`config.mk`:
```
export PLATFORM = sky130hd
export DESIGN_NAME = unidade_controle
export DESIGN_NICKNAME = d
export VERILOG_FILES = /design/src/rtl/controle_pkg.sv /design/src/rtl/decodificador_alu.sv /design/src/rtl/unidade_controle.sv
export SDC_FILE = /design/constraint.sdc
export NUM_CORES = 1
export LEC_CHECK = 0
export CAP_MARGIN = 20
export CORE_UTILIZATION = 36
export CTS_BUF_LIST = sky130_fd_sc_hd__clkbuf_16
export DETAILED_ROUTE_END_ITERATION = 12
export PLACE_DENSITY_LB_ADDON = 0.1
export SYNTH_ARGS = -nofsm -noshare
export SYNTH_HDL_FRONTEND = slang
export SYNTH_HIERARCHICAL = 1
export SYNTH_SLANG_ARGS = --single-unit
export TNS_END_PERCENT = 5
```
`constraint.sdc`:
```
create_clock -name clk -period 2.45 [get_ports clk]
set_clock_uncertainty 0.2 [all_clocks]
set_input_delay 0.245 -clock clk [delete_from_list [all_inputs] [get_ports clk]]
set_output_delay 0.245 -clock clk [all_outputs]
set_load 0.02 [all_outputs]
```
`src/rtl/controle_pkg.sv`:
```
// rtl/controle_pkg.sv - states, opcodes and mux-select constants for the RV64I multicycle control unit
package controle_pkg;

  typedef enum logic [4:0] {
    S_RESET     = 5'd0,
    S_FETCH     = 5'd1,
    S_DECODE    = 5'd2,
    S_EXEC_R    = 5'd3,
    S_EXEC_I    = 5'd4,
    S_ALU_WB    = 5'd5,
    S_MEM_ADDR  = 5'd6,
    S_MEM_READ  = 5'd7,
    S_LOAD_WB   = 5'd8,
    S_MEM_WRITE = 5'd9,
    S_BRANCH    = 5'd10,
    S_LUI       = 5'd11,
    S_JAL       = 5'd12,
    S_JALR      = 5'd13,
    S_HALT      = 5'd14,
    S_EXC       = 5'd15
  } state_t;

  localparam logic [4:0] RESET_STATE    = 5'd0;
  localparam logic [1:0] EXC_VECTOR_SEL = 2'd3;

  localparam logic [6:0] OP_R      = 7'b0110011;
  localparam logic [6:0] OP_I      = 7'b0010011;
  localparam logic [6:0] OP_LOAD   = 7'b0000011;
  localparam logic [6:0] OP_STORE  = 7'b0100011;
  localparam logic [6:0] OP_BRANCH = 7'b1100011;
  localparam logic [6:0] OP_LUI    = 7'b0110111;
  localparam logic [6:0] OP_JAL    = 7'b1101111;
  localparam logic [6:0] OP_JALR   = 7'b1100111;

  localparam logic [2:0] ALU_ADD = 3'd0;
  localparam logic [2:0] ALU_SUB = 3'd1;
  localparam logic [2:0] ALU_AND = 3'd2;
  localparam logic [2:0] ALU_OR  = 3'd3;
  localparam logic [2:0] ALU_XOR = 3'd4;
  localparam logic [2:0] ALU_SLT = 3'd5;

  localparam logic [2:0] IMM_I = 3'd0;
  localparam logic [2:0] IMM_S = 3'd1;
  localparam logic [2:0] IMM_B = 3'd2;
  localparam logic [2:0] IMM_U = 3'd3;
  localparam logic [2:0] IMM_J = 3'd4;

  localparam logic [1:0] WB_ALUOUT = 2'd0;
  localparam logic [1:0] WB_MDR    = 2'd1;
  localparam logic [1:0] WB_PC     = 2'd2;

  localparam logic [1:0] PC_ALU       = 2'd0;
  localparam logic [1:0] PC_ALUOUT    = 2'd1;
  localparam logic [1:0] PC_ALU_ALIGN = 2'd2;
  localparam logic [1:0] PC_EXC       = EXC_VECTOR_SEL;

  localparam logic [1:0] SRC_A_PC     = 2'd0;
  localparam logic [1:0] SRC_A_REG    = 2'd1;
  localparam logic [1:0] SRC_A_ZERO   = 2'd2;
  localparam logic [1:0] SRC_A_PC_OLD = 2'd3;

  localparam logic [1:0] SRC_B_REG  = 2'd0;
  localparam logic [1:0] SRC_B_FOUR = 2'd1;
  localparam logic [1:0] SRC_B_IMM  = 2'd2;

  // Dispatch from DECODE; unsupported encodings fall to the caller's invalid target.
  function automatic state_t decode_next(input logic [6:0] op, input logic [2:0] f3,
                                         input state_t invalid);
    state_t nxt;
    nxt = invalid;
    case (op)
      OP_R:      nxt = S_EXEC_R;
      OP_I:      nxt = S_EXEC_I;
      OP_LOAD:   if (f3 == 3'b011) nxt = S_MEM_ADDR;
      OP_STORE:  if (f3 == 3'b011) nxt = S_MEM_ADDR;
      OP_BRANCH: if (f3 == 3'b000 || f3 == 3'b001) nxt = S_BRANCH;
      OP_LUI:    nxt = S_LUI;
      OP_JAL:    nxt = S_JAL;
      OP_JALR:   nxt = S_JALR;
      default:   nxt = invalid;
    endcase
    return nxt;
  endfunction

endpackage

```
`src/rtl/decodificador_alu.sv`:
```
// rtl/decodificador_alu.sv - funct3/funct7 to alu_op mapping for R- and I-type ALU instructions
module decodificador_alu
  import controle_pkg::*;
(
  input  logic [2:0] funct3,
  input  logic [6:0] funct7,
  input  logic       is_rtype,
  output logic [2:0] alu_op
);

  always_comb begin
    alu_op = ALU_ADD;
    case (funct3)
      // I-type never subtracts: its funct7 field is immediate bits.
      3'b000:  alu_op = (is_rtype && funct7 == 7'b0100000) ? ALU_SUB : ALU_ADD;
      3'b111:  alu_op = ALU_AND;
      3'b110:  alu_op = ALU_OR;
      3'b100:  alu_op = ALU_XOR;
      3'b010:  alu_op = ALU_SLT;
      default: alu_op = ALU_ADD;
    endcase
  end

endmodule

```
`src/rtl/unidade_controle.sv`:
```
// rtl/unidade_controle.sv - multicycle RV64I control FSM; CTRL_EXCEPTION_EN routes invalid instructions to EXC instead of HALT
module unidade_controle
  import controle_pkg::*;
(
  input  logic       clk,
  input  logic       reset,
  input  logic [6:0] opcode,
  input  logic [2:0] funct3,
  input  logic [6:0] funct7,
  input  logic       zero,
  output logic       pc_write,
  output logic       pc_old_write,
  output logic       ir_write,
  output logic       mem_data_write,
  output logic       mdr_write,
  output logic       reg_write,
  output logic       ab_write,
  output logic       alu_out_write,
  output logic [1:0] alu_src_a,
  output logic [1:0] alu_src_b,
  output logic [2:0] alu_op,
  output logic [2:0] imm_sel,
  output logic [1:0] wb_sel,
  output logic [1:0] pc_src,
  output logic       epc_write,
  output logic [4:0] stateOut
);

`ifdef CTRL_EXCEPTION_EN
  localparam state_t INVALID_TARGET = S_EXC;
`else
  localparam state_t INVALID_TARGET = S_HALT;
`endif

  state_t     state, next_state;
  logic [2:0] alu_dec;

  decodificador_alu u_dec (
    .funct3   (funct3),
    .funct7   (funct7),
    .is_rtype (state == S_EXEC_R),
    .alu_op   (alu_dec)
  );

  always_ff @(posedge clk or posedge reset) begin
    if (reset) state <= state_t'(RESET_STATE);
    else       state <= next_state;
  end

  assign stateOut = state;

  always_comb begin
    next_state     = state;
    pc_write       = 1'b0;
    pc_old_write   = 1'b0;
    ir_write       = 1'b0;
    mem_data_write = 1'b0;
    mdr_write      = 1'b0;
    reg_write      = 1'b0;
    ab_write       = 1'b0;
    alu_out_write  = 1'b0;
    alu_src_a      = SRC_A_PC;
    alu_src_b      = SRC_B_REG;
    alu_op         = ALU_ADD;
    imm_sel        = IMM_I;
    wb_sel         = WB_ALUOUT;
    pc_src         = PC_ALU;
    epc_write      = 1'b0;

    case (state)
      S_RESET: next_state = S_FETCH;
      S_FETCH: begin
        ir_write     = 1'b1;
        pc_old_write = 1'b1;
        alu_src_b    = SRC_B_FOUR;
        pc_write     = 1'b1;
        next_state   = S_DECODE;
      end
      S_DECODE: begin
        // Branch target is precomputed here so BRANCH only needs the compare.
        ab_write      = 1'b1;
        alu_src_a     = SRC_A_PC_OLD;
        alu_src_b     = SRC_B_IMM;
        imm_sel       = IMM_B;
        alu_out_write = 1'b1;
        next_state    = decode_next(opcode, funct3, INVALID_TARGET);
      end
      S_EXEC_R, S_EXEC_I: begin
        alu_src_a     = SRC_A_REG;
        alu_src_b     = (state == S_EXEC_R) ? SRC_B_REG : SRC_B_IMM;
        alu_op        = alu_dec;
        alu_out_write = 1'b1;
        next_state    = S_ALU_WB;
      end
      S_ALU_WB: begin
        reg_write  = 1'b1;
        next_state = S_FETCH;
      end
      S_MEM_ADDR: begin
        alu_src_a     = SRC_A_REG;
        alu_src_b     = SRC_B_IMM;
        imm_sel       = (opcode == OP_STORE) ? IMM_S : IMM_I;
        alu_out_write = 1'b1;
        next_state    = (opcode == OP_LOAD) ? S_MEM_READ : S_MEM_WRITE;
      end
      S_MEM_READ: begin
        mdr_write  = 1'b1;
        next_state = S_LOAD_WB;
      end
      S_LOAD_WB: begin
        reg_write  = 1'b1;
        wb_sel     = WB_MDR;
        next_state = S_FETCH;
      end
      S_MEM_WRITE: begin
        mem_data_write = 1'b1;
        next_state     = S_FETCH;
      end
      S_BRANCH: begin
        alu_src_a  = SRC_A_REG;
        alu_op     = ALU_SUB;
        pc_src     = PC_ALUOUT;
        pc_write   = (funct3 == 3'b000) ? zero : !zero;
        next_state = S_FETCH;
      end
      S_LUI: begin
        alu_src_a  = SRC_A_ZERO;
        alu_src_b  = SRC_B_IMM;
        imm_sel    = IMM_U;
        reg_write  = 1'b1;
        next_state = S_FETCH;
      end
      S_JAL: begin
        alu_src_a  = SRC_A_PC_OLD;
        alu_src_b  = SRC_B_IMM;
        imm_sel    = IMM_J;
        reg_write  = 1'b1;
        wb_sel     = WB_PC;
        pc_write   = 1'b1;
        next_state = S_FETCH;
      end
      S_JALR: begin
        alu_src_a  = SRC_A_REG;
        alu_src_b  = SRC_B_IMM;
        reg_write  = 1'b1;
        wb_sel     = WB_PC;
        pc_write   = 1'b1;
        pc_src     = PC_ALU_ALIGN;
        next_state = S_FETCH;
      end
      S_HALT: next_state = S_HALT;
`ifdef CTRL_EXCEPTION_EN
      S_EXC: begin
        epc_write  = 1'b1;
        pc_write   = 1'b1;
        pc_src     = PC_EXC;
        next_state = S_FETCH;
      end
`endif
      default: next_state = S_HALT;
    endcase
  end

endmodule

```
Run 1, routing congestion:
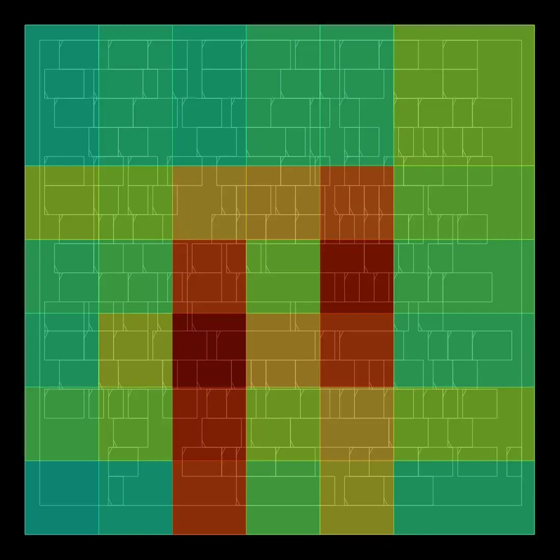
GR Util met3: 1.509%
met2 Usage GRT: 38.36%

Run 1, gate-type map:
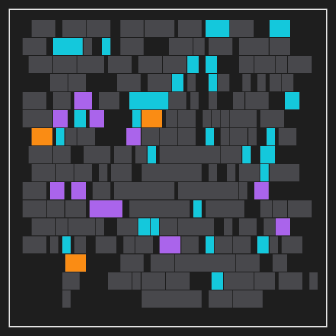
colour	family	cells	most used
purple	AND and OR gates	10	or3_1
cyan	NOR gates	26	nor2_1
orange	XOR/XNOR gates	3	xnor2_1

Run 1, close-up of the layout:
Scale bar: 10 µm. Region (0, 0) to (25, 25) µm. Cells in grey, sequential cells in the stronger grey; small squares are vias.
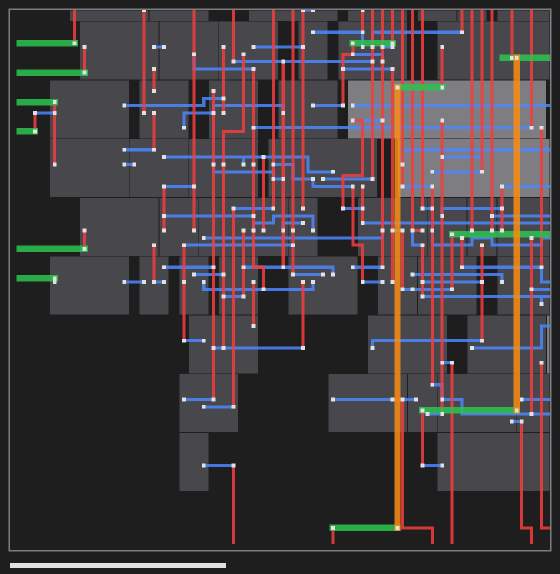
colour	layer
green	metal 3
blue	metal 1
red	metal 2
orange	metal 4
cells with their middle in the window	41
sequential cells in the window	2
most frequent	clkdlybuf4s50_1 (9), buf_4 (7)
netlist names of flops here include	`stateOut` (2)

==> run 1: placed cells by master, fill, tap and decap left out, types with 2 or more instances in the layout <==
master,instances
dfrtp_1,4
clkdlybuf4s50_1,34
buf_4,19
o21ai_0,2
conb_1,2
dlymetal6s2s_1,5
nor3_1,7
a211o_1,2
xnor2_1,2
or3_1,3
o31a_1,2
a21oi_1,9
dlygate4sd2_1,4
and2_1,2
clkbuf_16,3
nand2b_1,2
inv_1,4
nor2_1,13
nor2b_1,2
nand2_1,15
==> run 1: critical path, cell delays in order <==
cell             delay (ps)
clkdlybuf4s50_1         410
or3_1                   380
or3_1                   370
o31a_1                  300
nor2_1                   80
buf_4                   140
==> run 1: metrics by stage <==
step,power [mW],hold WS [ps],setup slack (ps),std cells,utilization [%]
2_1_floorplan,0.8577,-188.9,58.50,114,-
3_3_place_gp,1.328,240.0,-363.7,192,67.28
3_5_place_dp,1.346,244.9,-367.0,192,67.28
4_1_cts,1.596,11.36,2.712,195,71.24
5_1_grt,1.689,44.23,4.885,195,72.00
6_report,1.595,6.776,79.31,195,72.00
==> run 1: Yosys cell counts (2+ instances only) <==
| cell | count | share of area (%) |
|---|---|---|
| and2_1 | 2 | 1.7 |
| nor2_1 | 13 | 6.5 |
| nand2b_1 | 2 | 1.7 |
| dfrtp_1 | 4 | 13 |
| o31a_1 | 2 | 2.3 |
| a211o_1 | 2 | 2.3 |
| xnor2_1 | 2 | 2.3 |
| inv_1 | 5 | 2.5 |
| clkbuf_1 | 8 | 4.0 |
| a21oi_1 | 9 | 6.0 |
| nor2b_1 | 3 | 2.5 |
| buf_4 | 4 | 4.0 |
| nand2_1 | 15 | 7.5 |
| or3_1 | 3 | 2.5 |
| nor3_1 | 8 | 5.3 |
| o21ai_0 | 2 | 1.3 |
==> run 1: logic make-up after synthesis <==
kind of cell / after synthesis / share of synthesized area, %
buf+inv: 18 / 11.00
other cells: 1 / 0.4995
flops: 4 / 13.33
mux: 2 / 2.833
xor+xnor: 3 / 3.501
compound gates: 28 / 28.83
simple gates: 57 / 40.00
==> run 1: cell type report <==
class	count	area (µm²)	share of cell area, %
multi-input combinational	92	591.8	41.90
timing repair buffer	63	585.6	41.45
sequential	4	100.1	7.086
clock buffer	3	75.07	5.314
tap	27	33.78	2.392
inverter	6	26.28	1.860
==> run 1: worst max path at each step <==
stage,start,slack (ps),endpoint
6_report,opcode[3],80,imm_sel[0]
5_1_grt,opcode[3],5,imm_sel[0]
2_1_floorplan,stateOut[0],60,alu_op[0]
3_3_place_gp,opcode[3],-360,imm_sel[0]
3_5_place_dp,opcode[3],-370,imm_sel[0]
4_1_cts,stateOut[2],3,alu_op[2]
==> run 1: where the power goes <==
part / switching [mW] / internal (mW)
clock: 0.0469 / 0.209
combinational: 0.694 / 0.532
sequential: 0.0150 / 0.0980
==> run 1: timing repair <==
action	CTS	global route
pin swaps	0	0
setup endpoints to repair	9	8
resized	13	8
==> run 1: layer usage <==
metal / wire length (µm) / part of all wire (%)
met1: 1066 / 42
met2: 1354 / 53
met3: 108 / 4.2
met4: 36 / 1.4
met5: 0 / 0
==> flow_metrics.tcl, run 1 <==
# yosys + openroad results
set metrics [dict create \
    r2r_cells 6 \
    grt_use_total_pct 23.20 \
    busiest_layer "met2" \
    edf_count 0 \
    synth_seq_share_pct 13.33 \
    grt_pass1_wl_mm 3.670 \
    area_growth_pct 88.17 \
    wl_per_cell_um 13.16 \
    dpl.hpwl_mm 1.894 \
    cp-end-kind "primary output" \
    cts_max_level 1 \
    n_antenna_cell 0 \
    required_ps 2010 \
    max_freq_mhz 421.8 \
    yosys_area_um2 750.7 \
    min_period_ps 2371 \
    drive_gt1_share_pct 22.02 \
    flop_cell "dfrtp_1" \
    clock_path_buffers 2 \
    status "completed" \
    post_cts_buffers 0 \
    final_cell_area_um2 1413 \
    io_buffers 45 \
    chip_area_um2 2272 \
    finalHoldViolCount 0 \
    vias 1030 \
    cts.sinks 4 \
    die_h_um 47.67 \
    syn_avg_cell_area_um2 6.644 \
    rr_endpoint "stateOut[1]" \
    numCtsBuffers 3 \
    grt_max_degree 22 \
    setup_violations 0 \
    p_leak_nw 0.6642 \
    ys_cells 113 \
    antenna_found_initial 0 \
    vdd_drop_max_v 0.0007207 \
    min_path_type "input port to asynchronous set/reset pin" \
    drv_cap 0 \
    fp_util_pct 38.27 \
    yosys_warnings 6 \
    io_pins 48 \
    clk_latency_ps 220 \
    place_area_um2 1320 \
    first_pass_iters 4 \
]
## Run 2: what changed since run 1
--- a/config.mk
+++ b/config.mk
@@ -6,10 +6,11 @@
 export NUM_CORES = 1
 export LEC_CHECK = 0
 export CAP_MARGIN = 20
-export CORE_UTILIZATION = 36
+export CORE_MARGIN = 2
+export CORE_UTILIZATION = 33
 export CTS_BUF_LIST = sky130_fd_sc_hd__clkbuf_16
 export DETAILED_ROUTE_END_ITERATION = 12
-export PLACE_DENSITY_LB_ADDON = 0.1
+export PLACE_DENSITY = 0.84
 export SYNTH_ARGS = -nofsm -noshare
 export SYNTH_HDL_FRONTEND = slang
 export SYNTH_HIERARCHICAL = 1
==> constraint.sdc (replaced) <==
create_clock -name clk -period 2.13 [get_ports clk]
set_clock_uncertainty 0.2 [all_clocks]
set_input_delay 0.213 -clock clk [delete_from_list [all_inputs] [get_ports clk]]
set_output_delay 0.213 -clock clk [all_outputs]
set_load 0.02 [all_outputs]
==> run 2 against run 1 <==
Wire length grew 9.9%. Global-route usage decreased by 1.1 points. Via count up 5.3%. Combinational power increased by 17%. Cell count rose by 6.2%. Setup slack got worse by 79 ps. Non-clock buffer count increased by 10. Register-to-register slack lost 350 ps. Core utilization down 5.0 points. Largest power group unchanged.
==> flow_metrics.tcl, run 2 <==
# yosys + openroad results
set metrics [dict create \
    status "completed" \
    post_cts_buffers 0 \
    io_buffers 45 \
    min_period_ps 2130 \
    first_pass_iters 4 \
    flop_cell "dfrtp_1" \
    cts_max_level 1 \
    vdd_drop_max_v 0.0008085 \
    max_stage_delay_ps 360 \
    p_leak_nw 0.7069 \
    max_freq_mhz 469.6 \
    total_power_mw 1.888 \
    min_path_type "input port to register" \
    critical_path.top_delay_family "AND-OR/OR-AND gates" \
    cts.sinks 4 \
    r2r_cells 7 \
    synth_seq_share_pct 13.33 \
    crit_path_top_delay_cell "dfrtp_2" \
    fp_util_pct 34.27 \
    yosys_area_um2 750.7 \
    die_h_um 51.70 \
    topCellsByArea "dfrtp_1 (13%), nand2_1 (7.5%), nor2_1 (6.5%), a21oi_1 (6.0%), nor3_1 (5.3%)" \
    setup_violations 0 \
    wl_per_cell_um 13.63 \
    finalHoldViolCount 0 \
    yosysTopAreaCellShare_pct 13.33 \
    n_antenna_cell 0 \
    final_cell_mix "buf_4 (27), clkdlybuf4s50_1 (20), nand2_1 (14), nor2_1 (13)" \
    top_area_cell "dfrtp_1" \
    dp_cells 202 \
    chip_area_um2 2672 \
    clock_path_buffers 2 \
    vias 1085 \
    antenna_found_initial 0 \
    cp_cell_sequence "nand2_2 > nor3_2 > nor4bb_2 > a32o_2 > a32oi_1 > o22ai_2 > buf_6" \
    rr_endpoint "stateOut[1]" \
    cp-end-kind "primary output" \
]
==> run 2: cell counts after synthesis <==
No cell type changed its count.
==> run 2: layout make-up <==
class                           count  share of cell area, %
Clock buffer                        3                  5.115
Clock inverter                      1                 0.2558
Inverter                            6                  1.535
Multi-Input combinational cell     92                  41.69
Sequential cell                     4                  6.991
Tap cell                           28                  2.387
Timing Repair Buffer               73                  42.03
==> run 2: per-layer routing <==
metal / up-vias / GRT usage, % / part of all wire (%)
met5: - / 0 / 0
met4: 0 / 14.04 / 2.3
met3: 8 / 2.299 / 5.4
met2: 48 / 38.89 / 52
met1: 496 / 25.35 / 40
li1: 533 / - / -
==> run 2: how the worst max path moves through the flow <==
stage,start,endpoint,cells past startpoint
floorplan,stateOut[0],alu_op[0],8
global placement,opcode[3],imm_sel[0],6
detailed placement,opcode[3],imm_sel[0],6
CTS,stateOut[1],alu_op[0],7
global route,stateOut[1],alu_op[0],7
finish,stateOut[1],alu_op[0],7
==> run 2: repair_timing <==
action / 4_1_cts / 5_1_grt
hold buffers: 1 / 0
pin swaps: 0 / 5
endpoints found under the setup margin: 22 / 14
gates resized: 34 / 29
endpoints found under the hold margin: 4 / 0
==> run 2: power by group <==
group          switching, mW  internal, mW
Sequential            0.0276         0.116
Clock                 0.0585         0.243
Combinational          0.828         0.616
==> run 2: cell families after synthesis <==
| group | after synthesis | synth area share, % |
|---|---|---|
| AOI/OAI and AO/OA | 28 | 28.83 |
| xor gates and xnor gates | 3 | 3.501 |
| buffers and inverters | 18 | 11.00 |
| DFF | 4 | 13.33 |
| muxes | 2 | 2.833 |
| other | 1 | 0.4995 |
| and+or+nand+nor | 57 | 40.00 |
==> run 2: worst reg2reg max path, stage by stage (launching register included) <==
cell and delay [ps]:
dfrtp_1 370, buf_4 240, or2_1 190, buf_4 140, nor2_1 40, buf_4 150
o21ai_1 50, or3b_1 340
==> run 2: stage by stage <==
| step | cell area [µm²] | worst slack, ps | hold WS [ps] | setup TNS, ps |
|---|---|---|---|---|
| floorplan | 789.5 | -37.21 | -221.1 | -37.21 |
| global placement | 1396 | -585.6 | 205.5 | -1416 |
| detailed placement | 1396 | -613.8 | 203.6 | -1754 |
| CTS | 1476 | -205.1 | 516.5 | -362.2 |
| global route | 1468 | -76.16 | 234.8 | -181.8 |
| finish | 1468 | 0.3582 | 216.8 | 0 |
Run 2, routing congestion:
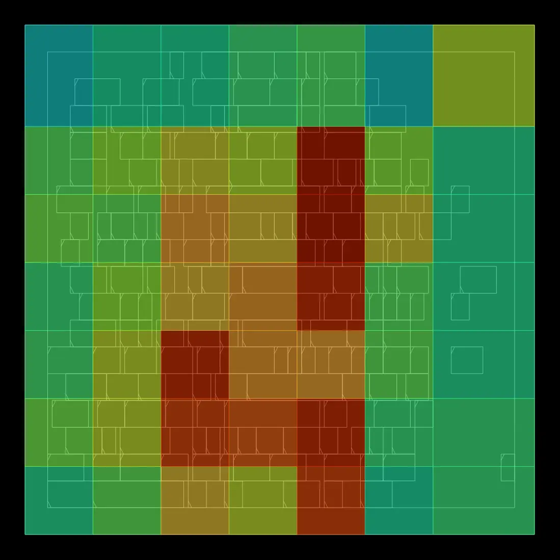
met2 Usage GRT: 38.89%
gr usage total: 22.13%
post-layout util: 66.99%

Run 2, gate-type map:
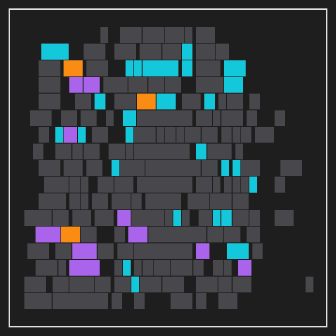
colour	family	cells
purple	AND and OR gates	10
cyan	NOR gates	26
orange	XOR/XNOR gates	3
post-route non-filler standard cell count: 207
Commonest Layout Cell: buf_4
Comb area share: 41.69%

No activity file was given, so power comes from the tool's default toggle rates.
